[config.mk]
export PLATFORM = sky130hd
export DESIGN_NAME = ram_uart_dump
export DESIGN_NICKNAME = d
export VERILOG_FILES = /design/src/rtl/ram_uart_dump.sv
export SDC_FILE = /design/constraint.sdc
export NUM_CORES = 1
export LEC_CHECK = 0
export CAP_MARGIN = 20
export CORE_UTILIZATION = 45
export DETAILED_ROUTE_END_ITERATION = 12
export PLACE_DENSITY = 0.77
export SETUP_SLACK_MARGIN = 0.05
export SLEW_MARGIN = 20
export SYNTH_ARGS = -nofsm -noshare
export SYNTH_HDL_FRONTEND = slang
export SYNTH_SLANG_ARGS = --single-unit
[constraint.sdc]
create_clock -name clk -period 1.9 [get_ports clk]
set_input_delay 0.38 -clock clk [delete_from_list [all_inputs] [get_ports clk]]
set_output_delay 0.38 -clock clk [all_outputs]
set_load 0.05 [all_outputs]
[src/rtl/ram_uart_dump.sv]
// Streams a block of 32-bit RAM words to a UART TX byte interface, LSB first.
// Optional DUMP_CHECKSUM_EN appends an 8-bit additive checksum byte after the data.
module ram_uart_dump #(
  parameter int COUNTW = 16
) (
  input  logic              clk,
  input  logic              i_reset,
  input  logic              start,
  input  logic [31:0]       start_addr,
  input  logic [COUNTW-1:0] word_count,
  output logic [31:0]       rd_addr,
  input  logic [31:0]       rd_data,
  output logic              tx_valid,
  output logic [7:0]        tx_data,
  input  logic              tx_ready,
  output logic              busy,
  output logic              done
);

`ifdef DUMP_CHECKSUM_EN
  typedef enum logic [2:0] {IDLE, FETCH, SEND, CSUM, FINISH} state_t;
`else
  typedef enum logic [2:0] {IDLE, FETCH, SEND, FINISH} state_t;
`endif

  state_t            state;
  logic [COUNTW-1:0] remaining;
  logic [31:0]       word_reg;
  logic [1:0]        byte_idx;
  logic [1:0]        byte_idx_inc;
`ifdef DUMP_CHECKSUM_EN
  logic [7:0]        csum_reg;
`endif

  assign byte_idx_inc = byte_idx + 2'd1;

  always_ff @(posedge clk) begin
    if (i_reset) begin
      state     <= IDLE;
      remaining <= '0;
      word_reg  <= '0;
      byte_idx  <= '0;
      rd_addr   <= '0;
      tx_valid  <= 1'b0;
      tx_data   <= '0;
      busy      <= 1'b0;
      done      <= 1'b0;
`ifdef DUMP_CHECKSUM_EN
      csum_reg  <= '0;
`endif
    end else begin
      done <= 1'b0;
      case (state)
        IDLE: begin
          if (start) begin
            rd_addr   <= start_addr;
            remaining <= word_count;
            busy      <= 1'b1;
`ifdef DUMP_CHECKSUM_EN
            csum_reg  <= '0;
`endif
            if (word_count == '0) begin
`ifdef DUMP_CHECKSUM_EN
              // Empty dump still emits the (zero) checksum byte.
              tx_valid <= 1'b1;
              tx_data  <= 8'h00;
              state    <= CSUM;
`else
              state    <= FINISH;
`endif
            end else begin
              state <= FETCH;
            end
          end
        end

        FETCH: begin
          word_reg <= rd_data;
          tx_data  <= rd_data[7:0];
          tx_valid <= 1'b1;
          byte_idx <= 2'd0;
          state    <= SEND;
        end

        SEND: begin
          if (tx_ready) begin
`ifdef DUMP_CHECKSUM_EN
            csum_reg <= csum_reg + tx_data;
`endif
            if (byte_idx != 2'd3) begin
              byte_idx <= byte_idx_inc;
              tx_data  <= word_reg[{byte_idx_inc, 3'b000} +: 8];
            end else begin
              remaining <= remaining - COUNTW'(1);
              rd_addr   <= rd_addr + 32'd1;
              if (remaining == COUNTW'(1)) begin
`ifdef DUMP_CHECKSUM_EN
                // Fold in the final data byte being transferred this cycle.
                tx_data <= csum_reg + tx_data;
                state   <= CSUM;
`else
                tx_valid <= 1'b0;
                state    <= FINISH;
`endif
              end else begin
                tx_valid <= 1'b0;
                state    <= FETCH;
              end
            end
          end
        end

`ifdef DUMP_CHECKSUM_EN
        CSUM: begin
          if (tx_ready) begin
            tx_valid <= 1'b0;
            state    <= FINISH;
          end
        end
`endif

        FINISH: begin
          done  <= 1'b1;
          busy  <= 1'b0;
          state <= IDLE;
        end

        default: state <= IDLE;
      endcase
    end
  end

endmodule
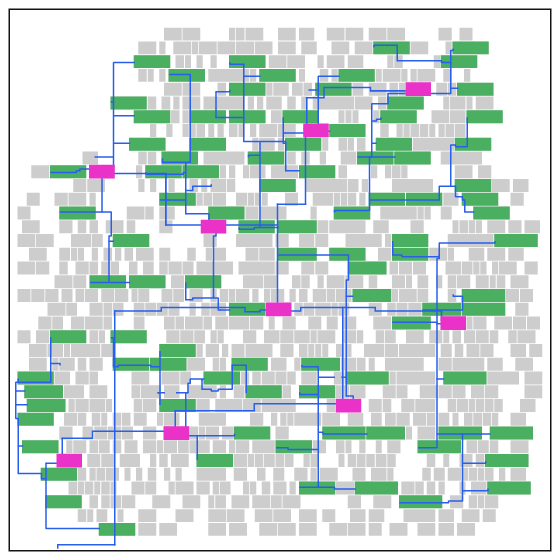
(run_1/clock_wires.png)
green -> flip-flops  # count 95
magenta -> clock-net drivers  # count 9
blue -> clock wires  # length 1190 um
flops lie = widely spread

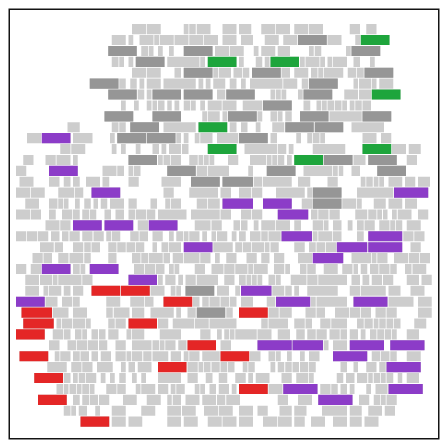
(run_1/ff_map.png)
Other sequential cells in the stronger grey, the rest of the logic in the fainter grey.
purple -> rd_addr  # flops 32
red -> remaining  # flops 16
green -> tx_data  # flops 8

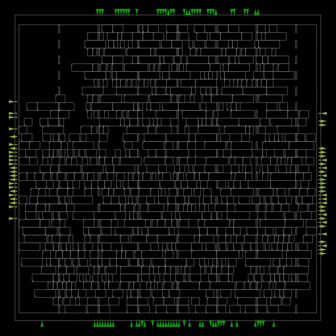
(run_1/placed.png)
Core Rows: 37
FILL cells: 845

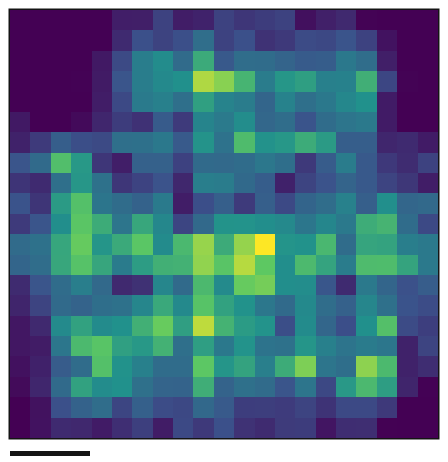
(run_1/route_heat.png)
Bar = 20 um. The die is cut into 21 by 21 equal tiles; dark purple is low, yellow is high, scaled to the fullest tile. Values are wire area over tile area, all layers added.
fullest tile = 0.69
emptiest ninth of the die = top left
nearly empty tiles = 10%
mean over tiles = 0.23
densest ninth of the die = middle
tiles over half the peak = 21%

==> run notes, run 1 <==
Implementation results.

The mux contribution to synthesized area is 0.0590. The total inserted antenna cells is 0. After its last routability iteration, the placer logged a weighted congestion of around 0.87. The total buffers and inverters traversed by the critical path is 2. Counting tap cells, the placed design contains a total of 897 instances. The final critical-path setup slack is -0.0302 ns.

The first global-routing pass estimated 25500 um of wire. Counting instances in the post-synthesis netlist gives the leading cell types as nand2_1, dfxtp_1, a21oi_1. The worst voltage drop across the vdd grid is ~630 uV.

The final worst hold slack is 0.419 ns. The post-synthesis xor/xnor area fraction is 0. The script logs the mean routed wire length per placed instance as 17.0 um.

For met3 alone, demand over resource in global routing was 0.0650. The reported net switching power is about 1.8 mW. The stage delay of the slowest cell on the critical path is 0.52 ns. Port buffering added 126 buffers. The number of cells in Yosys stat is roughly 620. The most common cell in the netlist is nand2_1. The final global-route overflow total is 0. In the layout the tool counted multi-input logic cells amounting to 469. The end-of-flow timing check tallies setup violations at 2. The number of hold-repair buffers added at the cts stage is 0. The number of buffers on the longest clock path is 2. The beginning of the critical path is rd_addr[7]$_SDFFE_PP0P_. After the flow finishes, the layout carries non-filler instances totaling between 900 and 1000. The placed wire-length estimate after detailed placement is ~11000 um. The switching power share of the total is 0.354. The type of the worst min-delay path is in2reg. For the sequential group, total power comes out at between 2 and 2.5 mW. The number of different library cells used by synthesis comes to 58. The floorplan step set the die width to 107 um.

The number of buffers created by CTS is 9. Per the final report, max-transition violations number 0. The power report attributes to the combinational group a share of 0.304.

The kind of end point of the critical path is a flop. The final reports fail on setup timing. The non-clock inverter total of the final layout is 10.

The sum of negative setup slack is -0.0590 ns. The largest fanout on the critical path is 7. The core footprint is 10500 sq um. The worst setup skew after layout is 0.0167 ns. The main area contributors are dfxtp_1, nand2_1, a21oi_1. The data arrival time reported for the critical path is 2.24 ns. The run finished, with violations left.
[run 1: worst max-delay path by stage]
stage | to | slack (ns) | cells past startpoint
after floorplan | rd_addr[28]$_SDFFE_PP0P_ | -0.05 | 6
after global placement | rd_addr[18]$_SDFFE_PP0P_ | -0.25 | 6
after detailed placement | rd_addr[18]$_SDFFE_PP0P_ | -0.30 | 6
after CTS | rd_addr[30]$_SDFFE_PP0P_ | -0.02 | 8
after global routing | rd_addr[30]$_SDFFE_PP0P_ | -0.09 | 8
final | rd_addr[28]$_SDFFE_PP0P_ | -0.03 | 7
[run 1: worst reg2reg max path: cells and delay by family, from the launching register on]
kind	cells	cell delay (ns)
compound gates	1	0.14
buf+inv	2	0.31
flops	1	0.39
simple gates	4	1.01
==> inputs of run 2 (changes only) <==
==> constraint.sdc (replaced) <==
create_clock -name clk -period 1.9 [get_ports clk]
set_input_delay 0.38 -clock clk [delete_from_list [all_inputs] [get_ports clk]]
set_output_delay 0.38 -clock clk [all_outputs]
set_load 0.02 [all_outputs]
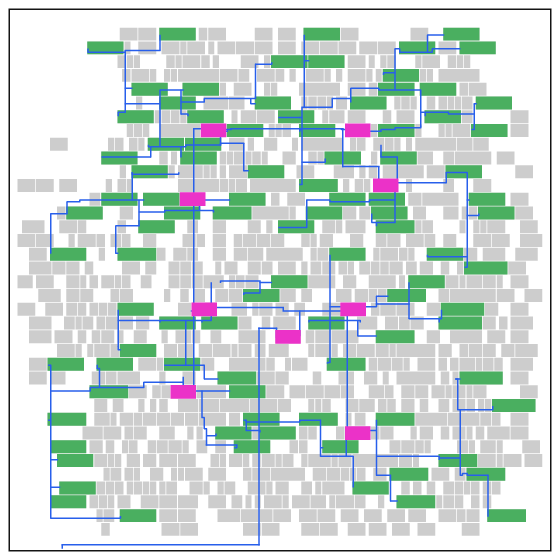
(run_2/clock_wires.png)
green -> flip-flops  # count 95
magenta -> clock-net drivers  # count 9
blue -> clock wires  # length 1120 um
flops lie = widely spread

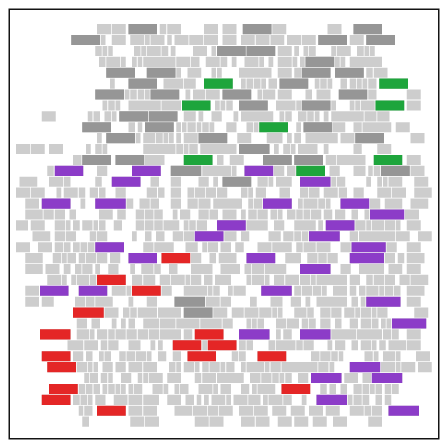
(run_2/ff_map.png)
Other sequential cells in the stronger grey, the rest of the logic in the fainter grey.
green -> tx_data  # flops 8
purple -> rd_addr  # flops 32
red -> remaining  # flops 16
not coloured = 39

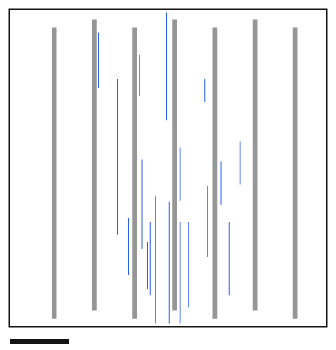
(run_2/m4.png)
Bar = 20 um. Supply wires on this layer in grey.
main direction = vertical
share of all routed wire = 2.8%
longest straight run = 52.4 um
wire length on this layer = 458 um
nets with wire on the layer = 16

==> run 2 against run 1 <==
Compared with the run above:
- the run now ends clean
- largest power group unchanged
- combinational power decreased by about 10%
- clock power increased by about 10%
- sequential share of layout area decreased by 0.67 points
- critical path depth decreased by 2
- die size unchanged
- count of clock-buffer cells in the layout increased by 2
- register-to-register slack improved by 0.03 ns
- fmax increased by 1.8%
- area after synthesis unchanged
- global-route usage increased by 0.34 points
- worst hold slack improved by 0.040 ns
- non-clock buffer count decreased by 3
- highest routed layer unchanged
==> run notes, run 2 <==
Implementation results.

The final count of pins violating max slew is 0 (unchanged). The switching power share of the total is 0.323 (was 0.354). The number of endpoints failing setup at the final stage came to 0 (was 2). The total inserted antenna cells is 0 (unchanged).

The final critical-path setup slack is 0.00458 ns (was -0.0302 ns). Synth area leaders: dfxtp_1, nand2_1, a21oi_1 (unchanged). The most common cell in the netlist was nand2_1 (unchanged). The final worst hold slack is 0.459 ns (was 0.419 ns). The portion of total power attributed to combinational logic is 0.274 (was 0.304). The unique cell type count in the Yosys netlist is 58 (unchanged).

The number of maximum-capacitance constraint violations is 0 (unchanged). Commonest cells post-synth: nand2_1, dfxtp_1, a21oi_1 (unchanged). The kind of end point of the critical path is a flop (unchanged). The placed wire-length estimate after detailed placement is 11300 um (was 11400 um). The most used flip-flop cell is dfxtp_1 (unchanged).

The first-pass GRT wire length came to 25800 um (was 25500 um). The final count of hold timing violations is 0 (unchanged). The arrival time reported for the critical path endpoint was 2.18 ns (was 2.24 ns). The weighted congestion at the end of routability-driven global placement was 0.898 (was 0.869).

The floorplan-stage core utilization was 0.472 (unchanged). The capturing instance or port of the critical path is remaining[14]$_SDFFE_PP0P_ (was rd_addr[28]$_SDFFE_PP0P_). The core footprint is 10500 sq um (unchanged). The reported net switching power is 1.64 mW (was 1.81 mW).

The met3 wire length is 996 um (was 1140 um). The category of the most critical setup path is reg2reg (unchanged). The largest fanout on the critical path was 4 (was 7). The final global-route overflow total came to 0 (unchanged). The total stage count of the critical path is 5 (was 7). The total buffers and inverters traversed by the critical path is 0 (was 2). The port buffer count is 126 (unchanged). The number of buffers on the longest clock path is 2 (unchanged). The number of cells in Yosys stat was 624 (unchanged). The fraction of met3 tracks used by global routing is 0.0450 (was 0.0650). The number of buffers created by CTS is 9 (unchanged). The worst setup skew after layout was 0.0164 ns (was 0.0167 ns). The kind of cell with the highest combined delay on the critical path is simple AND/OR/NAND/NOR gates (unchanged).

The number of placed cells counting well taps is 899 (was 897). The horizontal extent of the die is 107 um (unchanged). The number of rows created at floorplan was 37 (unchanged). The worst voltage drop across the vdd grid came to 356 uV (was 627 uV).

The type of the worst min-delay path is reg2reg (was in2reg). The beginning of the critical path is remaining[10]$_SDFFE_PP0P_ (was rd_addr[7]$_SDFFE_PP0P_). The number of non-filler instances in the completed layout is 928 (was 931). The sum of negative setup slack is 0 ns (was -0.0590 ns).

Status: completed (was complete, but fails checks).
==> run 2: cell counts after synthesis <==
No cell type changed its count.
==> run 2: cell families (layout without fill, tap and decap cells) <==
family	count (synthesis)	after routing	synth area share
buffers and inverters	60	228	0.0512
AND/OR/NAND/NOR	264	264	0.258
AND-OR/OR-AND	182	182	0.237
adder cells (fa/ha/maj)	4	4	0.0101
flip-flops	95	95	0.385
multiplexers	19	19	0.0590
==> run 2: cell type report <==
class,instances,share of cell area
clock buffer,11,0.0225
clock inverter,5,0.00622
inverter,10,0.00518
multi-input combinational,469,0.410
sequential,95,0.268
tap,136,0.0235
timing repair buffer,202,0.264
==> run 2: timing repair <==
item | CTS | global route
pin swaps | 8 | 17
hold buffers | 0 | 0
gates resized | 12 | 40
setup endpoints to repair | 22 | 53
gates cloned | 0 | 0
buffers inserted | 3 | 11
==> inputs of run 3 (changes only) <==
--- a/config.mk
+++ b/config.mk
@@ -9,7 +9,9 @@
 export CORE_UTILIZATION = 45
 export DETAILED_ROUTE_END_ITERATION = 12
 export PLACE_DENSITY = 0.77
+export REMOVE_ABC_BUFFERS = 1
 export SETUP_SLACK_MARGIN = 0.05
+export SKIP_CTS_REPAIR_TIMING = 1
 export SLEW_MARGIN = 20
 export SYNTH_ARGS = -nofsm -noshare
 export SYNTH_HDL_FRONTEND = slang
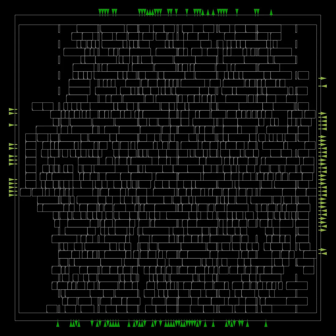
(run_3/placed.png)
Final Util: 0.693
core region area: 10500 sq um
flop share of the area: 0.266

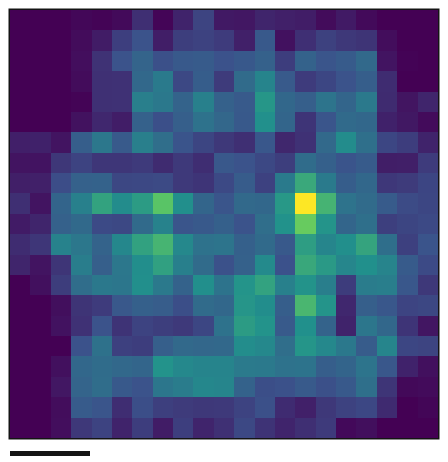
(run_3/route_heat.png)
Bar = 20 um. The die is cut into 21 by 21 equal tiles; dark purple is low, yellow is high, scaled to the fullest tile. Values are wire area over tile area, all layers added.
tiles over half the peak = 6.3%
nearly empty tiles = 12%
fullest tile = 0.96

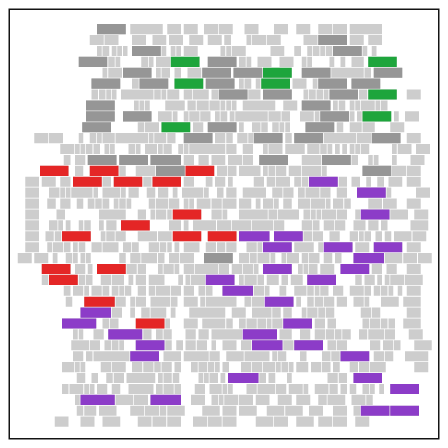
(run_3/ff_map.png)
Other sequential cells in the stronger grey, the rest of the logic in the fainter grey.
red -> remaining  # flops 16
green -> tx_data  # flops 8
purple -> rd_addr  # flops 32
not coloured = 39

==> run 3 against run 2 <==
Compared with the run above:
- the run now ends with setup timing left
- sequential cell count did not move
- global-route usage fell by 1.3 points
- setup slack got worse by 0.012 ns
- sequential power barely moved
- utilization rose by 0.14 points
- critical path depth did not move
- die size did not move
- count of clock-buffer cells in the layout fell by 2
- fmax fell by 0.61%
==> run notes, run 3 <==
Implementation results.

Status: complete, but fails checks (was completed). The final reports fail on setup timing. The share of final layout cell area taken by clock buffers and inverters is 0.0257 (was 0.0287).

The count of flip-flops and latches is 95 (unchanged). The first-pass GRT wire length is 25000 um (was 25800 um). The number of endpoints failing setup at the final stage is 2 (was 0).

The largest fanout on the critical path is 4 (unchanged). The average wire length per cell after detail routing is 17.3 um (was 17.4 um). The number of buffers created by CTS is 9 (unchanged). The final critical-path setup slack is -0.00706 ns (was 0.00458 ns). The number of buffers on the longest clock path is 2 (unchanged). The type of the worst min-delay path is reg2reg (unchanged). The stage delay of the slowest cell on the critical path is 0.53 ns (was 0.54 ns). The final count of hold timing violations is 0 (unchanged). The beginning of the critical path is remaining[10]$_SDFFE_PP0P_ (unchanged). The horizontal extent of the die is 107 um (unchanged). The number of non-filler instances in the completed layout is 933 (was 928).

The mux contribution to synthesized area is 0.0590 (unchanged). The worst voltage drop across the vdd grid is 491 uV (was 356 uV). The unique cell type count in the Yosys netlist came to 58 (unchanged). The non-clock inverter total of the final layout was 10 (unchanged).

The placed wire-length estimate after detailed placement is 11300 um (about the same). Synth area leaders: dfxtp_1, nand2_1, a21oi_1 (unchanged). The combinational fraction of the cell area came to 0.409 (was 0.410). The compound-gate portion of the synthesized area is 0.237 (unchanged).

The port buffer count was 126 (unchanged). The most used flip-flop cell was dfxtp_1 (unchanged). The total buffers and inverters traversed by the critical path is 0 (unchanged). The final global-route overflow total came to 0 (unchanged).

The non-clock buffer count in the final layout is 207 (was 202). The post-synthesis share of cell area spent on and, or, nand and nor gates was 0.258 (unchanged).
-- run 3: report_power, final --
group | internal [mW] | switching, mW | total (mW)
clock network | 0.506 | 0.769 | 1.28
registers | 2.14 | 0.142 | 2.28
logic | 0.704 | 0.716 | 1.42
-- run 3: cell families (layout without fill, tap and decap cells) --
logic type / Yosys count / in the layout
flops: 95 / 95
fa+ha+maj: 4 / 4
simple gates: 264 / 264
buf+inv: 60 / 233
mux: 19 / 19
compound gates: 182 / 182
-- run 3: per-layer routing --
layer  vias up  GRT usage  routed length (um)
met3        42     0.0389                1150
met2       282      0.459                7970
met1      2658      0.347                6590
li1       2625          -                   -
met5         -          0                   0
met4         0      0.114                 445
Power and IR drop assume default switching activity.
